**src/rtl/cskip_pipe_adder.sv**
```systemverilog
// Pipelined carry-skip adder: {cout,s} = x1 + x2 + cin, one BLOCK-bit carry-skip block per stage.
// Latency: NBLK = WIDTH/BLOCK cycles from input transfer to out_valid; 1 result/cycle sustained.
// Backpressure: combinational ready chain; holds up to NBLK results, in_ready=0 only when full and out_ready=0.
//
// Ports:
//   clk, rst               sole clock; synchronous active-high reset
//   in_valid/in_ready      input handshake for x1, x2, cin
//   out_valid/out_ready    output handshake for s, cout
//   skip_cnt [31:0]        saturating count of skipped blocks over delivered results
//                          (present only when CSKIP_SKIP_CNT_EN is defined)
// Optional feature macro: CSKIP_SKIP_CNT_EN

module cskip_pipe_adder #(
   parameter int WIDTH = 32,
   parameter int BLOCK = 8
) (
   input  logic             clk,
   input  logic             rst,
   input  logic             in_valid,
   output logic             in_ready,
   input  logic [WIDTH-1:0] x1,
   input  logic [WIDTH-1:0] x2,
   input  logic             cin,
   output logic             out_valid,
   input  logic             out_ready,
   output logic [WIDTH-1:0] s,
   output logic             cout
`ifdef CSKIP_SKIP_CNT_EN
   ,
   output logic [31:0]      skip_cnt
`endif
);

   localparam int NBLK = WIDTH / BLOCK;
   localparam int CW   = $clog2(NBLK + 1);

   if (BLOCK < 1 || (WIDTH % BLOCK) != 0) begin : g_bad_cfg
      $error("cskip_pipe_adder: WIDTH (%0d) must be a positive multiple of BLOCK (%0d)", WIDTH, BLOCK);
   end

   // One carry-skip block: returns {group_propagate, carry_out, sum}.
   // When every bit propagates the block carry-out is taken straight from the
   // block carry-in, bypassing the ripple chain.
   function automatic logic [BLOCK+1:0] blk_add(input logic [BLOCK-1:0] a,
                                                input logic [BLOCK-1:0] b,
                                                input logic             c);
      logic [BLOCK:0] t;
      logic           gp;
      t  = {1'b0, a} + {1'b0, b} + {{BLOCK{1'b0}}, c};
      gp = &(a ^ b);
      return {gp, (gp ? c : t[BLOCK]), t[BLOCK-1:0]};
   endfunction

   // Stage registers. Sum bits above the finished blocks and operand bits at or
   // below the current block are don't-care and trim away in synthesis.
   logic [NBLK-1:0]  vld_q;
   logic [NBLK-1:0]  cry_q;
   logic [WIDTH-1:0] sum_q [NBLK];
   logic [WIDTH-1:0] a_q   [NBLK];
   logic [WIDTH-1:0] b_q   [NBLK];

   // Stage inputs (stage 0 from the ports, stage k from stage k-1) and next values.
   logic [NBLK-1:0]  in_v;
   logic [NBLK-1:0]  in_c;
   logic [WIDTH-1:0] in_s  [NBLK];
   logic [WIDTH-1:0] in_a  [NBLK];
   logic [WIDTH-1:0] in_b  [NBLK];
   logic [WIDTH-1:0] sum_d [NBLK];
   logic [NBLK-1:0]  cry_d;
   logic [NBLK-1:0]  ld;
   logic [BLOCK+1:0] r;

`ifdef CSKIP_SKIP_CNT_EN
   logic [CW-1:0]    cnt_q [NBLK];
   logic [CW-1:0]    in_n  [NBLK];
   logic [CW-1:0]    cnt_d [NBLK];
   logic [32:0]      skip_sum;
`endif

   // Ready chain: a stage may load when it is empty or its successor loads.
   always_comb begin
      logic nxt;
      nxt = out_ready;
      ld  = '0;
      for (int k = NBLK - 1; k >= 0; k--) begin
         ld[k] = !vld_q[k] || nxt;
         nxt   = ld[k];
      end
   end

   assign in_ready = ld[0];

   always_comb begin
      in_v[0] = in_valid;
      in_c[0] = cin;
      in_s[0] = '0;
      in_a[0] = x1;
      in_b[0] = x2;
`ifdef CSKIP_SKIP_CNT_EN
      in_n[0] = '0;
`endif
      for (int k = 1; k < NBLK; k++) begin
         in_v[k] = vld_q[k-1];
         in_c[k] = cry_q[k-1];
         in_s[k] = sum_q[k-1];
         in_a[k] = a_q[k-1];
         in_b[k] = b_q[k-1];
`ifdef CSKIP_SKIP_CNT_EN
         in_n[k] = cnt_q[k-1];
`endif
      end
   end

   always_comb begin
      r     = '0;
      cry_d = '0;
      for (int k = 0; k < NBLK; k++) begin
         r        = blk_add(in_a[k][k*BLOCK +: BLOCK], in_b[k][k*BLOCK +: BLOCK], in_c[k]);
         sum_d[k] = in_s[k];
         sum_d[k][k*BLOCK +: BLOCK] = r[BLOCK-1:0];
         cry_d[k] = r[BLOCK];
`ifdef CSKIP_SKIP_CNT_EN
         cnt_d[k] = in_n[k] + CW'(r[BLOCK+1]);
`endif
      end
   end

   always_ff @(posedge clk) begin
      if (rst) begin
         vld_q <= '0;
         cry_q <= '0;
         for (int k = 0; k < NBLK; k++) begin
            sum_q[k] <= '0;
            a_q[k]   <= '0;
            b_q[k]   <= '0;
`ifdef CSKIP_SKIP_CNT_EN
            cnt_q[k] <= '0;
`endif
         end
      end else begin
         for (int k = 0; k < NBLK; k++) begin
            if (ld[k]) begin
               vld_q[k] <= in_v[k];
               cry_q[k] <= cry_d[k];
               sum_q[k] <= sum_d[k];
               a_q[k]   <= in_a[k];
               b_q[k]   <= in_b[k];
`ifdef CSKIP_SKIP_CNT_EN
               cnt_q[k] <= cnt_d[k];
`endif
            end
         end
      end
   end

   assign out_valid = vld_q[NBLK-1];
   assign s         = sum_q[NBLK-1];
   assign cout      = cry_q[NBLK-1];

`ifdef CSKIP_SKIP_CNT_EN
   // Extra top bit detects wrap so the counter sticks at all-ones.
   assign skip_sum = {1'b0, skip_cnt} + 33'(cnt_q[NBLK-1]);

   always_ff @(posedge clk) begin
      if (rst) begin
         skip_cnt <= '0;
      end else if (out_valid && out_ready) begin
         skip_cnt <= skip_sum[32] ? 32'hFFFF_FFFF : skip_sum[31:0];
      end
   end
`endif

endmodule
```
**config.mk**
```make
export PLATFORM = sky130hd
export DESIGN_NAME = cskip_pipe_adder
export DESIGN_NICKNAME = d
export VERILOG_FILES = /design/src/rtl/cskip_pipe_adder.sv
export SDC_FILE = /design/constraint.sdc
export NUM_CORES = 1
export LEC_CHECK = 0
export CAP_MARGIN = 20
export CORE_ASPECT_RATIO = 0.7
export CORE_MARGIN = 1.5
export CORE_UTILIZATION = 45
export DETAILED_ROUTE_END_ITERATION = 16
export GPL_TIMING_DRIVEN = 0
export PLACE_DENSITY = 0.68
export SYNTH_ARGS = -nofsm -noshare
export SYNTH_HDL_FRONTEND = slang
export SYNTH_SLANG_ARGS = --single-unit
export TNS_END_PERCENT = 50
```
**constraint.sdc**
```tcl
create_clock -name clk -period 3.75 [get_ports clk]
set_input_delay 1.125 -clock clk [delete_from_list [all_inputs] [get_ports clk]]
set_output_delay 1.125 -clock clk [all_outputs]
set_load 0.005 [all_outputs]
```
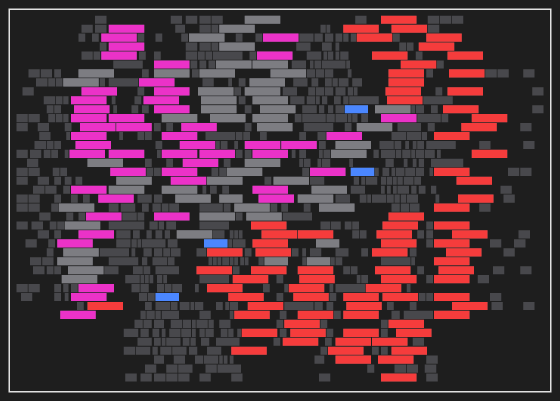
Figure 1: run 1, where the registers sit.
sum_q -> red  # sequential cells 80
b_q -> magenta  # sequential cells 48
cry_q -> blue  # sequential cells 4, where centre

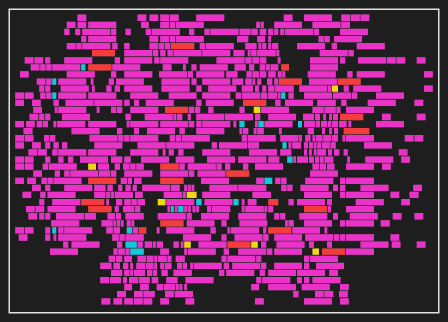
Figure 2: run 1, sizing map.
x2 -> cyan  # cells 18, share 2.5%, most used buf_2
x1 and smaller -> magenta  # cells 678, share 93%, most used edfxtp_1
x3 and x4 -> yellow  # cells 8, share 1.1%, most used clkinvlp_4
x6 and larger -> red  # cells 23, share 3.2%, most used clkbuf_16

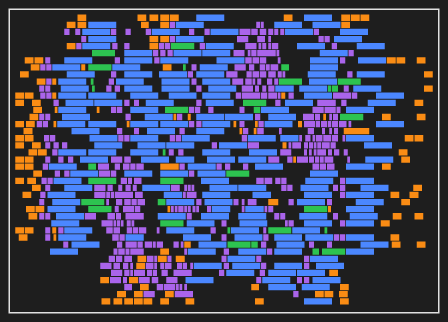
Figure 3: run 1, cell classes on the final placement.
remaining buffers and delay cells -> orange  # cells 129, share of their area 12%
clock drivers and dummy loads -> green  # cells 32, share of their area 5.5%
sequential cells -> blue  # cells 184, share of their area 55%
remaining logic cells -> purple  # cells 382, share of their area 27%

==> run 1: cells by family (layout without fill, tap and decap cells) <==
| kind of cell | Yosys count | count (layout) | synth area share, % |
|---|---|---|---|
| muxes | 1 | 1 | 0.122 |
| buffers and inverters | 40 | 177 | 2.00 |
| DFF | 184 | 184 | 66.5 |
| xor gates and xnor gates | 12 | 12 | 1.28 |
| adders and majority gates | 40 | 40 | 6.85 |
| AOI/OAI and AO/OA | 73 | 73 | 6.28 |
| and+or+nand+nor | 240 | 240 | 17.0 |
==> run 1: worst min-delay path by stage <==
stage / to / cells past startpoint
floorplan: vld_q[3]$_SDFFE_PP0P_ / 2
global placement: vld_q[3]$_SDFFE_PP0P_ / 2
detailed placement: vld_q[2]$_SDFFE_PP0P_ / 2
CTS: sum_q[3][18]$_SDFFCE_PN0P_ / 1
global route: sum_q[3][18]$_SDFFCE_PN0P_ / 1
finish: sum_q[3][18]$_SDFFCE_PN0P_ / 1
==> run 1: final cells by class <==
type | count | area share [%]
clock inverters | 13 | 1.04
clock buffers | 19 | 4.28
multi-input cells | 366 | 25.5
inverters | 16 | 0.643
well taps | 236 | 2.92
repair buffers | 106 | 10.7
plain buffers | 23 | 1.01
flip-flops and latches | 184 | 53.8
==> run 1: routing by layer <==
metal  routed length (um)  track usage, %  part of all wire [%]
met5                    0               0                     0
met4                  200            6.00                   1.4
met2                 6270            23.3                    42
met3                  956            4.97                   6.5
met1                 7350            23.5                    50
==> run 1: power by group through the flow <==
stage / logic, mW / clock network (mW) / registers (mW)
floorplan: 0.186 / 0 / 2.41
global placement: 0.337 / 0 / 2.43
detailed placement: 0.350 / 0 / 2.43
CTS: 0.351 / 1.66 / 2.38
global route: 0.388 / 1.73 / 2.39
finish: 0.351 / 1.63 / 2.38
==> reports/metrics.cfg, run 1 <==
[route]
final_antenna_net_count = 0
wl_um = 14800
viasPerCell = 4.99
wl_per_cell_um = 15.3
vias = 4805

[timing]
rsz0062_at_grt = no
setup_viol = 0
period_used_pct = 95.2
fin_crit_ps = 3570
tns_ps = 0
whs_ps = 507

[yosys]
synthArstFlopShare_pct = 0
synthCells = 590
post-synth-top-area-cell = edfxtp_1
top_cells_by_count = 176 x edfxtp_1, 100 x and2_1, 49 x and3_1
ys.flop_type = edfxtp_1
syn-mean-instance-area_um2 = 13.9

[clocking]
cts_num_sinks = 184
postCtsSetupRepairBufs = 1
clock_latency_ps = 430
cts.htree.levels = 4
clockBufferDepth = 2

[worst_setup_path]
path_cells = dlygate4sd2_1 > and3b_1 > buf_6 > nand2_2 > nor2_4 > inv_6 > dlygate4sd2_1
worst-path-stages = 7
start_kind = input port
cp_slowest_cell = dlygate4sd2_1
r2r_slack_ps = 1260
worst_path_most_repeated_cell = dlygate4sd2_1

[place]
placed_area_um2 = 9570
globalplace.congestion = 0.847
portBuffers = 103

[run_status]
outcome = completed

[floorplan]
die_w_um = 164
ios = 104
die-area_um2 = 19000

[global_route]
grt_max_degree = 49

[hold_path]
min_from = sum_q[2][18]$_SDFFCE_PN0P_

[final_layout]
fin_cells = 963
diodes = 0
finish.utilization_pct = 56.5
largest_reg_flops = 80
lay_top_cells = 176 x edfxtp_1, 101 x clkdlybuf4s50_1, 100 x and2_1, 49 x and3_1, 37 x nor2_1
drive_gt1_share_pct = 6.74
area.combinational_um2 = 2580

[flow_run]
drv_cap = 0

Figure 4. Routing congestion (run 1).
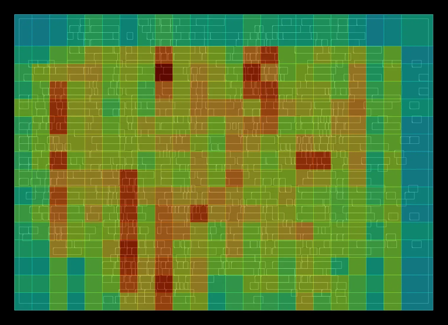

==> run 2, diff against run 1 <==
--- a/config.mk
+++ b/config.mk
@@ -10,6 +10,7 @@
 export CORE_MARGIN = 1.5
 export CORE_UTILIZATION = 45
 export DETAILED_ROUTE_END_ITERATION = 16
+export GPL_ROUTABILITY_DRIVEN = 0
 export GPL_TIMING_DRIVEN = 0
 export PLACE_DENSITY = 0.68
 export SYNTH_ARGS = -nofsm -noshare
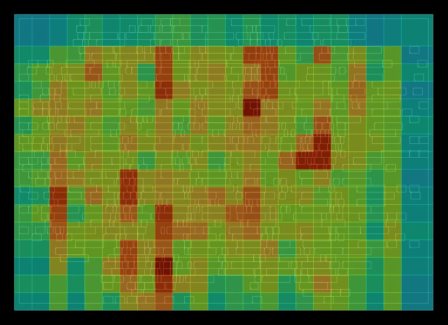
Figure 5: run 2, routing congestion.
routing usage on met3: 4.37%
met1 Resource Use GR: 24.2%
most used routing layer: met2
final core utilization: 56.7%

==> reports/metrics.cfg, run 2 <==
[hold_path]
min_to = vld_q[3]$_SDFFE_PP0P_
min_from = vld_q[2]$_SDFFE_PP0P_
timing.hold.worst_path_depth = 2

[worst_setup_path]
start_kind = input port
cp_slowest_cell = nand2_2
worst-path-stages = 5
critPathArrivalTime_ps = 3530
r2r-start = b_q[0][88]$_SDFFCE_PN0P_
r2r_slack_ps = 1240
cp_max_fo = 40
slowest_delay_ps = 720
crit_type = input port to register
path_cells = clkdlybuf4s50_1 > buf_2 > clkinv_1 > clkbuf_1 > nand2_2

[yosys]
synthArstFlopShare_pct = 0
synthCells = 590
post-synth-top-area-cell = edfxtp_1
top_cells_by_count = 176 x edfxtp_1, 100 x and2_1, 49 x and3_1
ys.flop_type = edfxtp_1
synthDistinctLibCells = 50
syn-mean-instance-area_um2 = 13.9

[clocking]
cts_num_sinks = 184
clockRootBuffer = clkbuf_16
clockBufferDepth = 2
cts_tree = yes
cts.htree.levels = 4
clock_latency_ps = 420

[timing]
fin_crit_ps = 3480
slew_headroom_pct = 34.3
rsz0062_at_grt = no
whs_ps = 497
period_used_pct = 92.9
setup_viol = 0

[floorplan]
die-area_um2 = 19000
die_w_um = 164
ios = 104
die_height_um = 116

[route]
wl_um = 15400
vias = 4891
viasPerCell = 5.08
drcViolationCount = 0
wl_per_cell_um = 15.9
final_antenna_net_count = 0

[place]
portBuffers = 103

[final_layout]
area.combinational_um2 = 2590
diodes = 0
drive_gt1_share_pct = 7.29
mostFrequentLayoutCell = edfxtp_1
seq_area_um2 = 5450
largest_reg_flops = 80
lay_top_cells = 176 x edfxtp_1, 101 x clkdlybuf4s50_1, 100 x and2_1, 49 x and3_1, 37 x nor2_1

[global_route]
grt_max_degree = 49
met2_usage_pct = 24.8
antenna_found_initial = 0
grt_first_pass_wirelength_um = 23900

[power]
power_density_nw_per_um2 = 438

[flow_run]
drv_cap = 0

[run_status]
outcome = completed

-- run 2: area by class of cell --
class / count / share of cell area [%]
buffer: 23 / 1.01
multi-input combinational: 366 / 25.5
sequential: 184 / 53.7
timing repair buffer: 106 / 10.7
inverter: 16 / 0.641
tap: 236 / 2.91
clock inverter: 13 / 1.26
clock buffer: 19 / 4.27
-- run 2: kinds of logic (layout without fill, tap and decap cells) --
kind of cell,count (synthesis),after routing,synth area share [%]
AND-OR/OR-AND,73,73,6.28
flip-flops,184,184,66.5
multiplexers,1,1,0.122
AND/OR/NAND/NOR,240,240,17.0
adder cells (fa/ha/maj),40,40,6.85
buffers and inverters,40,177,2.00
XOR/XNOR,12,12,1.28
-- run 2: metal layers --
layer	up-vias	wire [um]
li1	2406	-
met1	2277	7580
met2	182	6630
met3	26	920
met4	0	222
met5	-	0
-- run 2: metrics by stage --
step	utilization [%]	area [um2]	TNS, ps	worst slack (ps)	cells
6_report	56.7	10100	0	268	963
5_1_grt	56.7	10100	0	104	963
4_1_cts	56.6	10100	0	12.8	963
3_5_place_dp	53.4	9570	-11530	-492	931
3_3_place_gp	53.1	9510	-74350	-608	929
2_1_floorplan	-	8190	0	479	590
-- run 2: timing repair --
action                     4_1_cts  5_1_grt
setup endpoints to repair        1        1
pin swaps                        1        1
resized                          4        2
setup buffers                    1        0
-- run 2: power by group --
part	total, mW	internal [mW]	leakage [nW]	switching (mW)
Combinational	0.355	0.193	1.77	0.162
Clock	1.70	0.976	0.278	0.727
Sequential	2.38	2.35	2.16	0.0335
Total	4.44	3.52	4.21	0.923
-- run 2: worst min-delay path, cell delays in order (launching register included) --
cell and delay [ps]:
dfxtp_1 340, nor2_1 50, nor2_1 70
Power is estimated from default activity; no workload was simulated.
